===== src/rtl/cg_enable_scheduler.sv =====
// cg_enable_scheduler
// Clock-gate enable scheduler for a shared datapath register. Wakes the gated
// clock when any requester asks, arbitrates requesters round-robin while
// active, and gates the clock off again after a run of idle cycles.
module cg_enable_scheduler #(
    parameter int NREQ     = 4,
    parameter int DW       = 4,
    parameter int IDLE_CYC = 8,
    parameter int WAKE_CYC = 2
) (
    input  logic               clk_gt,
    input  logic               rst_n,
    input  logic [NREQ-1:0]    req,
    input  logic [NREQ*DW-1:0] din,
    output logic [NREQ-1:0]    gnt,
    output logic               cg_en,
    output logic [DW-1:0]      dp_din,
    output logic               dp_valid,
    output logic [1:0]         state,
    output logic [15:0]        sleep_cnt
);

    localparam int PW = $clog2(NREQ);

    typedef enum logic [1:0] {
        OFF       = 2'd0,
        WAKE      = 2'd1,
        ACTIVE    = 2'd2,
        IDLE_WAIT = 2'd3
    } st_e;

    st_e           st;
    logic [PW-1:0] rr_ptr;
    logic [3:0]    wake_cnt;
    logic [7:0]    idle_cnt;

    logic          any_req;
    logic          found;
    logic [PW:0]   cand;
    logic [PW-1:0] gnt_idx;
    logic [PW-1:0] rr_next;
    logic [DW-1:0] gnt_word;

    // Saturating increment for the sleep event counter.
    function automatic logic [15:0] sat_inc16(input logic [15:0] v);
        return (v == 16'hFFFF) ? v : v + 16'd1;
    endfunction

    assign state   = st;
    assign any_req = |req;

    // Round-robin arbiter: scan requesters starting at rr_ptr, grant the first
    // one found; grants are only issued while the datapath clock is active.
    always_comb begin
        gnt     = '0;
        gnt_idx = '0;
        found   = 1'b0;
        cand    = '0;
        if (st == ACTIVE) begin
            for (int i = 0; i < NREQ; i++) begin
                cand = {1'b0, rr_ptr} + (PW+1)'(i);
                if (cand >= (PW+1)'(NREQ)) begin
                    cand = cand - (PW+1)'(NREQ);
                end
                if (!found && req[cand[PW-1:0]]) begin
                    found                = 1'b1;
                    gnt[cand[PW-1:0]]    = 1'b1;
                    gnt_idx              = cand[PW-1:0];
                end
            end
        end
    end

    // Data word of the granted requester and the pointer position after it.
    always_comb begin
        gnt_word = '0;
        for (int k = 0; k < NREQ; k++) begin
            if (gnt[k]) begin
                gnt_word = din[k*DW +: DW];
            end
        end
        rr_next = (gnt_idx == PW'(NREQ-1)) ? '0 : gnt_idx + PW'(1);
    end

    // Power-state FSM with registered enable, datapath word and valid strobe.
    // cg_en is written alongside every state change so it tracks the next state.
    always_ff @(posedge clk_gt or negedge rst_n) begin
        if (!rst_n) begin
            st        <= OFF;
            cg_en     <= 1'b0;
            dp_din    <= '0;
            dp_valid  <= 1'b0;
            rr_ptr    <= '0;
            wake_cnt  <= '0;
            idle_cnt  <= '0;
            sleep_cnt <= '0;
        end else begin
            dp_valid <= 1'b0;
            case (st)
                OFF: begin
                    if (any_req) begin
                        st       <= WAKE;
                        cg_en    <= 1'b1;
                        wake_cnt <= 4'(WAKE_CYC - 1);
                    end
                end
                WAKE: begin
                    if (wake_cnt == 4'd0) begin
                        st <= ACTIVE;
                    end else begin
                        wake_cnt <= wake_cnt - 4'd1;
                    end
                end
                ACTIVE: begin
                    if (found) begin
                        dp_din   <= gnt_word;
                        dp_valid <= 1'b1;
                        rr_ptr   <= rr_next;
                    end else begin
                        st       <= IDLE_WAIT;
                        idle_cnt <= 8'(IDLE_CYC - 1);
                    end
                end
                IDLE_WAIT: begin
                    // A request arriving on the final idle cycle keeps the clock on.
                    if (any_req) begin
                        st <= ACTIVE;
                    end else if (idle_cnt == 8'd0) begin
                        st        <= OFF;
                        cg_en     <= 1'b0;
                        sleep_cnt <= sat_inc16(sleep_cnt);
                    end else begin
                        idle_cnt <= idle_cnt - 8'd1;
                    end
                end
                default: begin
                    st    <= OFF;
                    cg_en <= 1'b0;
                end
            endcase
        end
    end

endmodule


===== config.mk =====
export PLATFORM = sky130hd
export DESIGN_NAME = cg_enable_scheduler
export DESIGN_NICKNAME = d
export VERILOG_FILES = /design/src/rtl/cg_enable_scheduler.sv
export SDC_FILE = /design/constraint.sdc
export NUM_CORES = 1
export LEC_CHECK = 0
export CAP_MARGIN = 0
export CORE_AREA = 4 4 96 98
export DETAILED_ROUTE_END_ITERATION = 8
export DIE_AREA = 0 0 100 102
export GPL_ROUTABILITY_DRIVEN = 0
export HOLD_SLACK_MARGIN = 0.08
export PLACE_DENSITY_LB_ADDON = 0.3
export RECOVER_POWER = 100
export SLEW_MARGIN = 20
export SYNTH_ARGS = -nofsm -noshare
export SYNTH_HDL_FRONTEND = slang
export SYNTH_SLANG_ARGS = --single-unit

===== constraint.sdc =====
create_clock -name clk_gt -period 5.65 [get_ports clk_gt]
set_input_delay 1.13 -clock clk_gt [delete_from_list [all_inputs] [get_ports clk_gt]]
set_output_delay 1.13 -clock clk_gt [all_outputs]
set_load 0.05 [all_outputs]

==> job_summary.md, run 1 <==
## Synthesis and layout report

| Metric | Value |
|---|---|
| Area grow syn2layout | `28.5%` |
| Setup_tns | `0 ns` |
| Synthesized Nets | `280` |
| Sequential area share after synthesis | `between 30 and 40%` |
| Floorplan core density | `29.1%` |
| Syn Inst Count | `~250` |
| Worst Max-Slew Pin Slew | `2.01 ns` |
| TritonCTS clock tree | `built` |
| Worst rel slew slack | `-34.1%` |
| Warnings from Yosys | `0` |
| I/O Buffers | `49` |
| Total tool warning count | `33` |
| # rows | `34` |
| Htree depth | `2` |
| Max Cap Viol | `1` |
| Most common logic cells in the final layout | `dfrtp_1, dlygate4sd3_1, nand2_1, xnor2_1, clkdlybuf4s50_1` |
| Commonest flop | `dfrtp_1` |
| Longest Clk Path Bufs | `2` |
| Clk latency late pin | `0.29 ns` |
| Clk root buf | `clkbuf_8` |
| Sequential power share | `26.0%` |
| Initial antenna violation count | `0` |
| Final setup violation count | `0` |
| Max Clk Rate | `0.191 GHz` |
| Mapped Area | `0.00247 sq mm` |
| Logic pwr share | `roughly 54%` |
| EDFF count, synth | `0` |
| Hold Buf Count CTS | `0` |
| Cell Int Power | `around 800 uW` |
| Netlist cell types | `53` |
| Die Y | `a little over 100 um` |
| WHS | `around 0.48 ns` |
| Drt pass-1 iters | `4` |
| Clock Skew | `0.0128 ns` |
| Final hold violations | `0` |
| CP startpoint kind | `primary input` |
| Pwr/cell area | `441 mW/mm^2` |
| Final nets | `331` |
| Crit-path max FO | `10` |
| Critical Path RT | `4.52 ns` |
| Max IR drop VDD | `268 uV` |
| Chip area | `about 0.010 sq mm` |
| Clock transition at path regs | `0.07 ns` |
| Asr flop ratio synth | `100%` |
| Gates resized, CTS repair | `0` |
| Layout cells sized above 1 | `about 8.7%` |
| Tally of filler cells in the layout | `838` |
| Worst Setup Path Type | `primary input to primary output` |
| Global-route wire length before repair | `9310 um` |
| Switching share of power | `between 40% and 50%` |
| Setup bufs post-CTS | `0` |
| Critical Path End Type | `primary output` |
| CTS sink cnt | `38` |
| Die width | `~100 um` |
| Dpl hpwl | `4180 um` |
| Vias per std cell | `4.88` |
| Largest net degree at the start of global routing | `39` |
| Cycle use final | `92.6%` |
| Slew Viols, Final | `39` |
| Core area | `0.00847 sq mm` |
| Worst Hold Class | `flop to flop` |
| Cells in synth_stat.txt | `between 200 and 250` |
| Avg Inst Size Synth | `9.98 sq um` |
| DRC violations left | `0` |
| YS chip area | `0.00247 sq mm` |
| Final min period | `around 5.2 ns` |
| Power share of the clock group | `between 20% and 30%` |
| Initial DRC Count | `79` |
| Number of global-route vias before repair | `1985` |
| Antenna Violating Nets Remaining | `0` |
| Unrepaired setup endpoints after global routing | `false` |
| Outcome | `finished, violations left` |
| IO Pins | `50` |
| Sw power | `600 uW` |
| Failing checks | `capacitance limit, slew limit` |
| Number of CTS-inserted buffers | `5` |
| ANT cells | `0` |
| Critical Path AT | `a little over 4 ns` |
| Yosys reg bits | `38` |
| LEAKAGE | `1.37 nW` |
| Aggregate global routing overflow | `0` |
==> run 1: stage by stage <==
stage	cell area (sq um)	power, mW	setup WS, ns	cells	utilization (%)
2_1_floorplan	2470	0.964	1.40	247	-
3_3_place_gp	3050	1.14	0.618	399	36.1
3_5_place_dp	3050	1.14	0.590	399	36.1
4_1_cts	3200	1.43	0.585	407	37.7
5_1_grt	3170	1.50	0.272	407	37.4
6_report	3170	1.40	0.421	407	37.4
==> run 1: cell families after synthesis <==
| group | synth area share (%) |
|---|---|
| muxes | 4.87 |
| and+or+nand+nor | 20.8 |
| adders and majority gates | 5.58 |
| AOI/OAI and AO/OA | 16.9 |
| buffers and inverters | 5.17 |
| DFF | 38.6 |
| xor gates and xnor gates | 8.17 |
==> run 1: flip-flops by register name (all words and copies together), names as in the netlist <==
name and cells:
cg_en 1, dp_din 4, dp_valid 1, idle_cnt 8, rr_ptr 2, sleep_cnt 16, state 2, wake_cnt 4
==> run 1: critical path, cell delays in order <==
cell and delay [ns]:
dlygate4sd3_1 0.61, mux4_2 0.60, or3b_4 0.42, a31oi_4 0.24, o21ai_1 0.15, inv_1 0.08
dlygate4sd3_1 0.87
==> run 1: power by group through the flow <==
stage,Sequential [mW],Combinational (mW),Clock (mW)
finish,0.363,0.749,0.284
global route,0.372,0.827,0.303
CTS,0.364,0.774,0.291
detailed placement,0.369,0.773,0
global placement,0.370,0.769,0
floorplan,0.423,0.541,0
==> run 1: final cells by class <==
class                           count  area [sq um]  area share, %
Clock inverter                      2          60.1           1.90
Clock buffer                        6          82.6           2.61
Timing Repair Buffer               54           518           16.4
Tap cell                          108           135           4.27
Multi-Input combinational cell    184          1370           43.1
Inverter                           15          56.3           1.78
Sequential cell                    38           951           30.0
==> run 1: layer usage <==
metal  vias to the layer above  global-route usage [%]  part of all wire, %
li1                        995                       -                    -
met1                       954                    13.8                   45
met2                        33                    19.4                   51
met3                         5                    1.98                  4.0
met4                         0                    2.80                 0.82
met5                         -                       0                    0
==> run 1: Yosys cell counts (4+ instances only) <==
| cell | n | area [sq um] |
|---|---|---|
| a21o_1 | 6 | 45.0 |
| a21oi_1 | 6 | 30.0 |
| and2_1 | 4 | 25.0 |
| dfrtp_1 | 38 | 951 |
| ha_1 | 11 | 138 |
| inv_1 | 14 | 52.6 |
| nand2_1 | 20 | 75.1 |
| nand3_1 | 10 | 50.1 |
| nand4_1 | 9 | 56.3 |
| nor2_1 | 17 | 63.8 |
| nor2b_1 | 4 | 25.0 |
| nor4_1 | 4 | 25.0 |
| o21ai_1 | 8 | 40.0 |
| o22ai_1 | 6 | 37.5 |
| xnor2_1 | 19 | 166 |
| xor2_1 | 4 | 35.0 |
==> run 1: final timing paths <==
check	start	to	slack, ns	cells past startpoint
setup / recovery	req[0]	gnt[3]	0.42	7
hold / removal	sleep_cnt[13]	sleep_cnt[13]	0.48	1
setup reg to reg	rr_ptr[1]	dp_din[0]	2.49	8
hold reg to reg	sleep_cnt[13]	sleep_cnt[13]	0.48	1
max in group asynchronous	rst_n	idle_cnt[5]	3.08	1
min in group asynchronous	rst_n	sleep_cnt[9]	1.40	1
### Signal wires on met1, run 1

Scale: 4 px per um. Supply wires on this layer in gray.
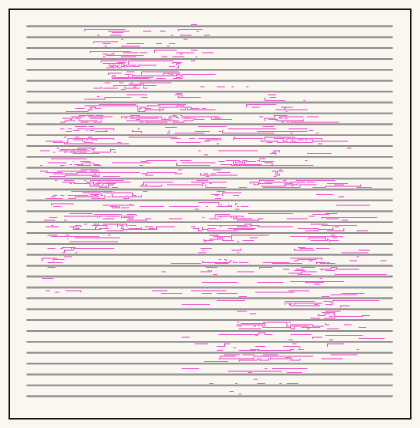
main direction: horizontal
share of all routed wire: 45%
met1 usage: 13.8%
drt total wl: 5390 um
vias post-DR: 1987

### Routing congestion, run 1

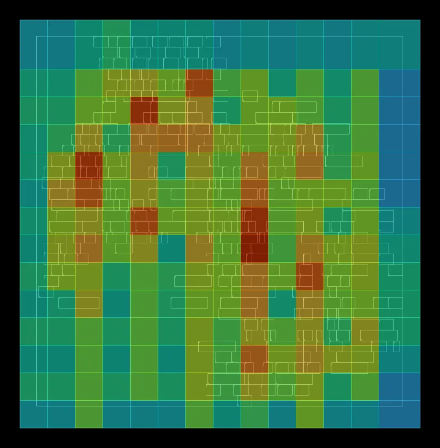
Tot GR Track Use: 10.9%
Avg WL per Cell: 13.2 um
met2 GRT Util: 19.4%

### Zoomed window, run 1

Region (35, 56) to (65, 86) um. Cells in gray, sequential cells in the stronger gray; small squares are vias.
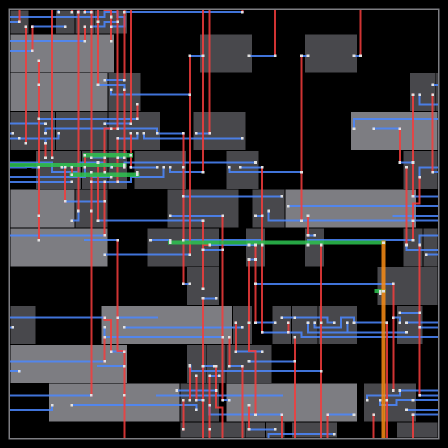
| layer | color |
|---|---|
| M1 | blue |
| M2 | red |
| M4 | orange |
| M3 | green |
cells with their middle in the window: 47
most frequent: dfrtp_1 (9), nand2_1 (8)
sequential cells in the window: 9
netlist names of flops here include: dp_din (3), idle_cnt (3)

### Selected gate families, run 1

Scale: 4 px per um.
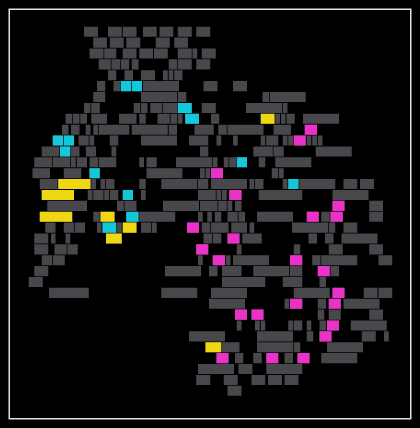
| family | color | cells |
|---|---|---|
| non-inverting ao/oa cells | cyan | 13 |
| mux cells | yellow | 8 |
| xor and xnor cells | magenta | 23 |
Post-Layout Cell Count: 407
combinational share of cell area: 43.1%
Commonest Layout Cell: dfrtp_1

### Signal wires by layer, run 1

Scale: 4 px per um. Two of the layers only.
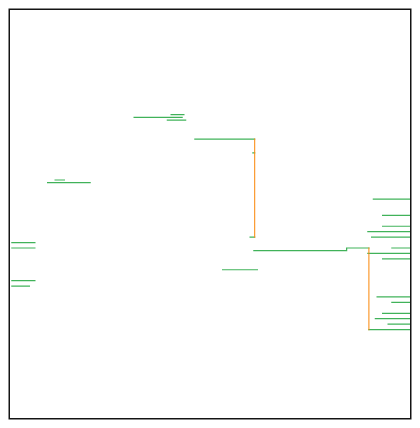

## Run 2: what changed since run 1
--- a/config.mk
+++ b/config.mk
@@ -6,9 +6,9 @@
 export NUM_CORES = 1
 export LEC_CHECK = 0
 export CAP_MARGIN = 0
-export CORE_AREA = 4 4 96 98
+export CORE_AREA = 4 4 123 78
 export DETAILED_ROUTE_END_ITERATION = 8
-export DIE_AREA = 0 0 100 102
+export DIE_AREA = 0 0 127 82
 export GPL_ROUTABILITY_DRIVEN = 0
 export HOLD_SLACK_MARGIN = 0.08
 export PLACE_DENSITY_LB_ADDON = 0.3
### Signal wires by layer, run 2

Scale: 3 px per um. Two of the layers only.
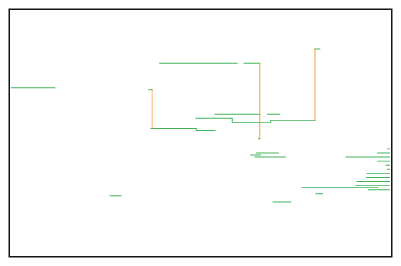
| layer | color | wire length |
|---|---|---|
| M4 | orange | 61.9 um |
| M3 | green | 258 um |
vias post-DR: 1975
Tot GR Track Use: 11.7%
drt total wl: 5830 um

### Routing congestion, run 2

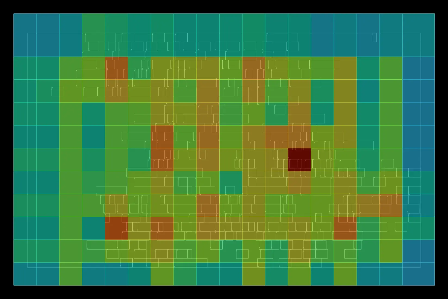
layer with the highest usage: met1
Avg WL per Cell: 14.3 um
met3 usage: 2.86%

### Selected gate families, run 2

Scale: 4 px per um.
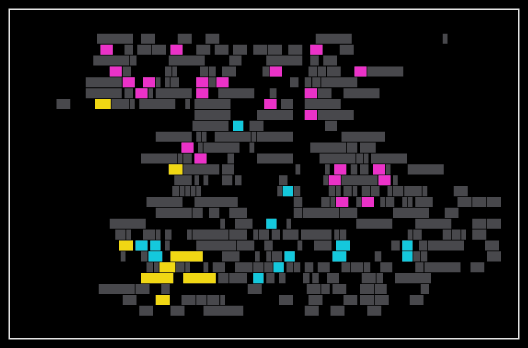
combinational share of cell area: 42.7%

==> job_summary.md, run 2 <==
## Synthesis and layout report

| Metric | Value |
|---|---|
| Area grow syn2layout | `29.7%` |
| Reg2reg path depth | `8 (unchanged)` |
| Total tool warning count | `33 (unchanged)` |
| Final setup violation count | `0 (unchanged)` |
| Commonest Layout Cell | `dfrtp_1` |
| Warnings from Yosys | `0 (unchanged)` |
| Clock Skew | `0.00819 ns (-0.00457 ns)` |
| Critical Path End Type | `primary output` |
| Drt pass-1 iters | `4 (unchanged)` |
| Avg Inst Size Synth | `9.98 sq um (unchanged)` |
| Syn Inst Count | `247 (unchanged)` |
| Core area | `0.00839 sq mm (-0.86%)` |
| Synthesized Nets | `280 (unchanged)` |
| Post-synth top cells | `dfrtp_1, nand2_1, xnor2_1` |
| Slew Viols, Final | `39 (unchanged)` |
| Placed inst area | `0.00303 sq mm (-0.82%)` |
| EDFF count, synth | `0 (unchanged)` |
| Final std cell area, no fill | `0.00320 sq mm (+0.95%)` |
| Setup_tns | `0 ns (unchanged)` |
| Initial antenna violation count | `0 (unchanged)` |
| Area leader, netlist | `dfrtp_1` |
| Clk latency late pin | `0.28 ns (about the same)` |
| Top flop regs | `sleep_cnt: 16 flops, idle_cnt: 8 flops` |
| Setup bufs post-CTS | `0 (unchanged)` |
| Longest Clk Path Bufs | `2 (unchanged)` |
| Most common cell in the netlist | `dfrtp_1` |
| Antenna Violating Nets Remaining | `0 (unchanged)` |
| Asr flop ratio synth | `100% (unchanged)` |
| Failing checks | `capacitance limit, slew limit` |
| WHS Path Cells | `1 (unchanged)` |
| Most common logic cells in the final layout | `dfrtp_1, dlygate4sd3_1, nand2_1, xnor2_1, clkdlybuf4s50_1` |
| Die Y | `82 um (-20%)` |
| DP Cell Count | `399 (unchanged)` |
| Initial DRC Count | `137 (+73%)` |
| Die width | `127 um (+27%)` |
| CTS sink cnt | `38 (unchanged)` |
| Final hold violations | `0 (unchanged)` |
| Cells in synth_stat.txt | `247 (unchanged)` |
| Aggregate global routing overflow | `0 (unchanged)` |
| Htree depth | `2 (unchanged)` |
| Tally of filler cells in the layout | `830 (-0.95%)` |
| Largest net degree at the start of global routing | `39 (unchanged)` |
| Dpl hpwl | `4420 um (+5.8%)` |
| Top cells by area | `dfrtp_1, xnor2_1, ha_1` |
| TritonCTS clock tree | `built` |
| Worst rel slew slack | `-39.0% (-4.9 points)` |
| ANT cells | `0 (unchanged)` |
| Max IR drop VDD | `133 uV (-50%)` |
| Max Clk Rate | `0.187 GHz (-2.1%)` |
| Chip area | `0.0104 sq mm (+2.1%)` |
| Number of global-route vias before repair | `1850 (-6.8%)` |
| IO Pins | `50 (unchanged)` |
| Yosys reg bits | `38 (unchanged)` |
| Post-Layout Cell Count | `407 (unchanged)` |
| I/O Buffers | `49 (unchanged)` |
| Number of CTS-inserted buffers | `5 (unchanged)` |
| Max FFs per register | `16 (unchanged)` |
| Critical Path AT | `4.21 ns (+0.11 ns)` |
| Pwr/cell area | `466 mW/mm^2 (+5.9%)` |
| Setup WS post-layout | `0.306 ns (-0.114 ns)` |
| Worst Hold Class | `flop to flop` |
| Layout cells sized above 1 | `7.80% (-0.90 points)` |
| Final min period | `5.34 ns (+0.114 ns)` |
| Max Cap Viol | `1 (unchanged)` |
| Critical Path RT | `4.52 ns (about the same)` |
| Hold Buf Count CTS | `0 (unchanged)` |
| Post-synth top area share | `38.6% (unchanged)` |
| Clk root buf | `clkbuf_16` |
| Gates resized, CTS repair | `0 (unchanged)` |
| Biggest register | `sleep_cnt` |
| Pre-CTS WS | `0.353 ns (-0.237 ns)` |
| Final nets | `327 (-1.2%)` |
| Outcome | `finished, violations left` |
| Unrepaired setup endpoints after global routing | `false` |
| Clock transition at path regs | `0.05 ns (-0.02 ns)` |
| Mapped Area | `0.00247 sq mm (unchanged)` |
| Crit-path max FO | `10 (unchanged)` |
| Commonest flop | `dfrtp_1` |
| DRC violations left | `0 (unchanged)` |
| CP startpoint kind | `primary input` |
| Sequential area share after synthesis | `38.6% (unchanged)` |
| Global-route wire length before repair | `9700 um (+4.2%)` |
| Worst Setup Path Type | `primary input to primary output` |
| Worst Max-Slew Pin Slew | `2.09 ns (+0.0732 ns)` |
| Floorplan core density | `29.4% (+0.25 points)` |
| Vias per std cell | `4.85 (-0.60%)` |
| Netlist cell types | `53 (unchanged)` |
| LEAKAGE | `1.37 nW (+0.51%)` |
| # rows | `26 (-24%)` |
| WHS | `0.490 ns (+0.00602 ns)` |
| YS chip area | `0.00247 sq mm (unchanged)` |
| Cycle use final | `94.6% (+2.0 points)` |
run 2: cell types whose count changed in the layout (fill, tap and decap cells not counted), sizes merged:
cell | before | now
clkbuf | 8 | 6
buf | 4 | 1
clkinv | 0 | 1
run 2: through the flow:
step / util (%) / power, mW
after floorplan: - / 0.964
after detailed placement: 36.1 / 1.15
after global routing: 38.1 / 1.59
after CTS: 38.4 / 1.52
after global placement: 36.1 / 1.15
final: 38.1 / 1.49
run 2: layer usage:
metal  track usage [%]  vias up  share of wire, %
met3              2.86        7               4.4
met2              16.8       40                42
li1                  -      987                 -
met1              17.4      941                52
met4              3.21        0               1.0
met5                 0        -                 0
run 2: where the power goes:
part | switching [mW] | internal [mW]
clock network | 0.110 | 0.254
logic | 0.476 | 0.288
registers | 0.0445 | 0.320
run 2: cell type report:
cell class                      instances  area (sq um)  area share [%]
Multi-Input combinational cell        184          1370            42.7
Sequential cell                        38           951            29.7
Timing Repair Buffer                   50           492            15.4
Tap cell                              112           140            4.38
Clock buffer                            5           125            3.91
Clock inverter                          3          68.8            2.15
Inverter                               15          56.3            1.76
run 2: final timing paths:
kind                            endpoint  slack (ns)          start
min                        sleep_cnt[13]        0.49  sleep_cnt[13]
max                               gnt[3]        0.31         req[0]
max reg2reg                    dp_din[0]        2.36      rr_ptr[1]
max in group asynchronous  sleep_cnt[11]        3.01          rst_n
min in group asynchronous   sleep_cnt[9]        1.45          rst_n
min reg2reg                sleep_cnt[13]        0.49  sleep_cnt[13]
run 2: kinds of logic (layout without fill, tap and decap cells):
group,after synthesis,after routing,share of synthesized area (%)
buffers and inverters,25,73,5.17
muxes,8,8,4.87
and+or+nand+nor,90,90,20.8
adders and majority gates,11,11,5.58
xor gates and xnor gates,23,23,8.17
AOI/OAI and AO/OA,52,52,16.9
DFF,38,38,38.6
run 2: critical path, cell delays in order:
cell and delay (ns):
dlygate4sd3_1 0.68, mux4_2 0.64, or3b_4 0.42, a31oi_4 0.23
o21ai_1 0.15, inv_1 0.09, dlygate4sd3_1 0.87
### Zoomed window, run 2

Region (48, 42) to (78, 72) um. Cells in gray, sequential cells in the stronger gray; small squares are vias.
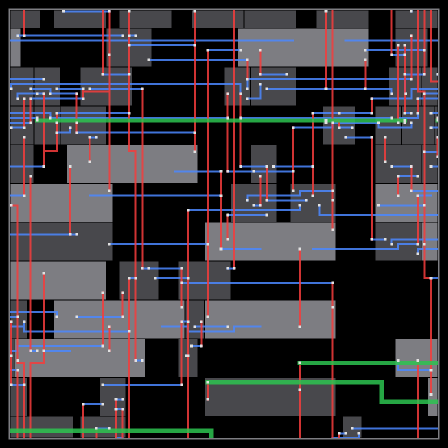

## Run 3: what changed since run 2
--- a/config.mk
+++ b/config.mk
@@ -5,12 +5,12 @@
 export SDC_FILE = /design/constraint.sdc
 export NUM_CORES = 1
 export LEC_CHECK = 0
-export CAP_MARGIN = 0
+export CAP_MARGIN = 20
 export CORE_AREA = 4 4 123 78
 export DETAILED_ROUTE_END_ITERATION = 8
 export DIE_AREA = 0 0 127 82
 export GPL_ROUTABILITY_DRIVEN = 0
-export HOLD_SLACK_MARGIN = 0.08
+export HOLD_SLACK_MARGIN = 0.02
 export PLACE_DENSITY_LB_ADDON = 0.3
 export RECOVER_POWER = 100
 export SLEW_MARGIN = 20
==> constraint.sdc (replaced) <==
create_clock -name clk_gt -period 5.65 [get_ports clk_gt]
set_input_delay 1.13 -clock clk_gt [delete_from_list [all_inputs] [get_ports clk_gt]]
set_output_delay 1.13 -clock clk_gt [all_outputs]
set_load 0.02 [all_outputs]
### Zoomed window, run 3

Region (48, 42) to (78, 72) um. Cells in gray, sequential cells in the stronger gray; small squares are vias.
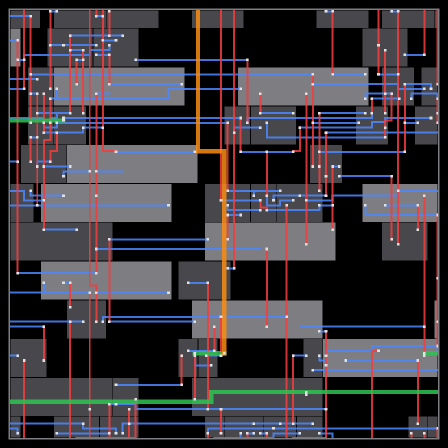

### Selected gate families, run 3

Scale: 4 px per um.
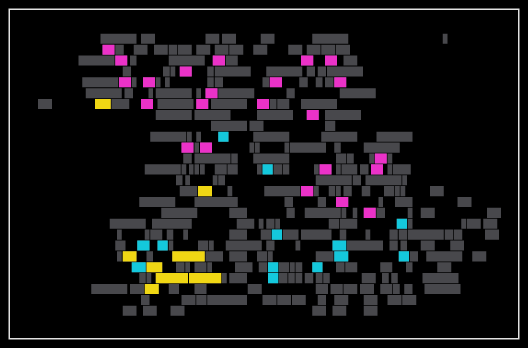
combinational share of cell area: 43.1%
Post-Layout Cell Count: 406

### Signal wires by layer, run 3

Scale: 3 px per um. Two of the layers only.
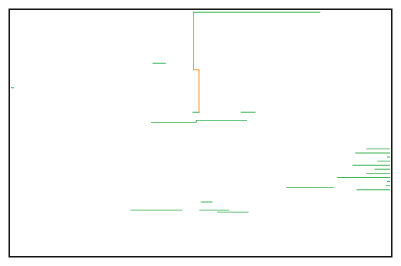
| layer | color | wire length |
|---|---|---|
| M4 | orange | 35.2 um |
| M3 | green | 220 um |
Tot GR Track Use: 11.6%
Avg WL per Cell: 14.4 um
vias post-DR: 1957

==> job_summary.md, run 3 <==
## Synthesis and layout report

| Metric | Value |
|---|---|
| Crit path cell chain | `dlygate4sd3_1, or3b_1, a2111oi_4, o21ai_1, a21oi_1, dlygate4sd3_1` |
| Core area | `0.00839 sq mm (unchanged)` |
| Die width | `127 um (unchanged)` |
| Max Clk Rate | `0.192 GHz (+2.8%)` |
| Commonest Layout Cell | `dfrtp_1` |
| Unrepaired setup endpoints after global routing | `false` |
| Gates resized, CTS repair | `0 (unchanged)` |
| Clk root buf | `clkbuf_16` |
| Yosys reg bits | `38 (unchanged)` |
| Clock transition at path regs | `0.06 ns (about the same)` |
| Drt total wl | `5830 um (unchanged)` |
| Area grow syn2layout | `28.4%` |
| Worst Max-Slew Pin Slew | `2.10 ns (+0.0176 ns)` |
| Power share of the clock group | `23.7% (-0.7 points)` |
| Layout cells sized above 1 | `7.48% (-0.31 points)` |
| Synthesized Nets | `280 (unchanged)` |
| Post-synth top cells | `dfrtp_1, nand2_1, xnor2_1` |
| Avg Inst Size Synth | `9.98 sq um (unchanged)` |
| Failing checks | `capacitance limit, slew limit` |
| Initial antenna violation count | `0 (unchanged)` |
| Drt pass-1 iters | `4 (unchanged)` |
| Critical path's largest stage delay | `0.76 ns (-0.11 ns)` |
| I/O Buffers | `49 (unchanged)` |
| LEAKAGE | `1.35 nW (-1.9%)` |
| Layer with the highest usage | `met1` |
| Logic pwr share | `48.1% (-3.1 points)` |
| Final hold violations | `0 (unchanged)` |
| Reg area | `951 sq um (unchanged)` |
| Largest net degree at the start of global routing | `39 (unchanged)` |
| TritonCTS clock tree | `built` |
| Met1 usage | `17.9% (+0.47 points)` |
| Asr flop ratio synth | `100% (unchanged)` |
| Sequential power share | `28.2% (+3.8 points)` |
| CTS sink cnt | `38 (unchanged)` |
| Worst rel slew slack | `-40.2% (-1.2 points)` |
| Slew Viols, Final | `39 (unchanged)` |
| Met2 GRT Util | `16.2% (-0.58 points)` |
| ANT cells | `0 (unchanged)` |
| Max Cap Viol | `1 (unchanged)` |
| Critical Path AT | `4.07 ns (-0.14 ns)` |
| IO Pins | `50 (unchanged)` |
| Hold Buf Count CTS | `0 (unchanged)` |
| EDFF count, synth | `0 (unchanged)` |
| Most common cell in the netlist | `dfrtp_1` |
| Setup_tns | `0 ns (unchanged)` |
| Top cells by area | `dfrtp_1, xnor2_1, ha_1` |
| Global-route wire length before repair | `9670 um (-0.36%)` |
| Crit path top cell by count | `dlygate4sd3_1` |
| Worst Hold Class | `flop to flop` |
| Critical Path RT | `4.52 ns (about the same)` |
| Pwr/cell area | `426 mW/mm^2 (-8.6%)` |
| Syn Inst Count | `247 (unchanged)` |
| Outcome | `finished, violations left` |
| Total tool warning count | `33 (unchanged)` |
| Sequential area share after synthesis | `38.6% (unchanged)` |
| Clk latency late pin | `0.28 ns (about the same)` |
| Biggest register | `sleep_cnt` |
| Warnings from Yosys | `0 (unchanged)` |
| Met3 usage | `2.34% (-0.52 points)` |
| Critical Path End Type | `primary output` |
| Final min period | `5.20 ns (-0.148 ns)` |
| Cycle use final | `92.0% (-2.6 points)` |
| Cells in synth_stat.txt | `247 (unchanged)` |
| Max FFs per register | `16 (unchanged)` |
| Aggregate global routing overflow | `0 (unchanged)` |
run 3: cell types whose count changed in the layout (fill, tap and decap cells not counted), sizes merged:
cell,previous run,this run
dlygate4sd3,29,28
bufinv,2,1
buf,1,0
clkdlybuf4s50,19,20
clkinvlp,0,2
clkinv,1,0
run 3: through the flow:
| stage | worst slack [ns] | power (mW) | area (sq um) |
|---|---|---|---|
| 6_report | 0.454 | 1.35 | 3170 |
| 3_3_place_gp | 0.621 | 1.05 | 3020 |
| 5_1_grt | 0.301 | 1.45 | 3170 |
| 3_5_place_dp | 0.531 | 1.05 | 3020 |
| 4_1_cts | 0.533 | 1.38 | 3190 |
| 2_1_floorplan | 1.78 | 0.868 | 2470 |
run 3: logic make-up after synthesis:
kind of cell    Yosys count  synth area share, %
mux                       8                 4.87
simple gates             90                 20.8
compound gates           52                 16.9
buf+inv                  25                 5.17
xor+xnor                 23                 8.17
fa+ha+maj                11                 5.58
flops                    38                 38.6
run 3: worst paths after layout:
path                       slack, ns           from            end  cells past startpoint
max                             0.45         req[3]         gnt[0]                      6
min                             0.49  sleep_cnt[13]  sleep_cnt[13]                      1
max reg2reg                     2.21      rr_ptr[0]      dp_din[0]                      8
min reg2reg                     0.49  sleep_cnt[13]  sleep_cnt[13]                      1
max in group asynchronous       2.99          rst_n    wake_cnt[0]                      1
min in group asynchronous       1.46          rst_n  sleep_cnt[11]                      1
run 3: area by class of cell:
| type | instances | share of cell area [%] |
|---|---|---|
| inverter | 15 | 1.78 |
| tap | 112 | 4.43 |
| sequential | 38 | 30.0 |
| clock inverter | 3 | 1.42 |
| clock buffer | 5 | 3.95 |
| multi-input combinational | 184 | 43.1 |
| timing repair buffer | 49 | 15.3 |
run 3: worst register-to-register path, stage by stage, from the launching register on:
cell	delay (ns)
dfrtp_1	0.69
inv_1	0.21
ha_1	0.48
mux4_2	0.65
or3b_4	0.42
a31oi_4	0.23
nor4_2	0.11
a311oi_1	0.37
o21ai_0	0.14
run 3: power by group through the flow:
stage	Clock [mW]	Sequential, mW	Combinational [mW]
after floorplan	0	0.384	0.484
after global placement	0	0.388	0.658
after detailed placement	0	0.387	0.664
after CTS	0.328	0.383	0.667
after global routing	0.341	0.393	0.713
final	0.320	0.380	0.650
run 3: per-layer routing:
metal  up-vias  share of wire [%]
met2        32                 42
met5         -                  0
met1       934                 54
met3         2                3.8
li1        989                  -
met4         0               0.60
No activity file was given, so power comes from the tool's default toggle rates.
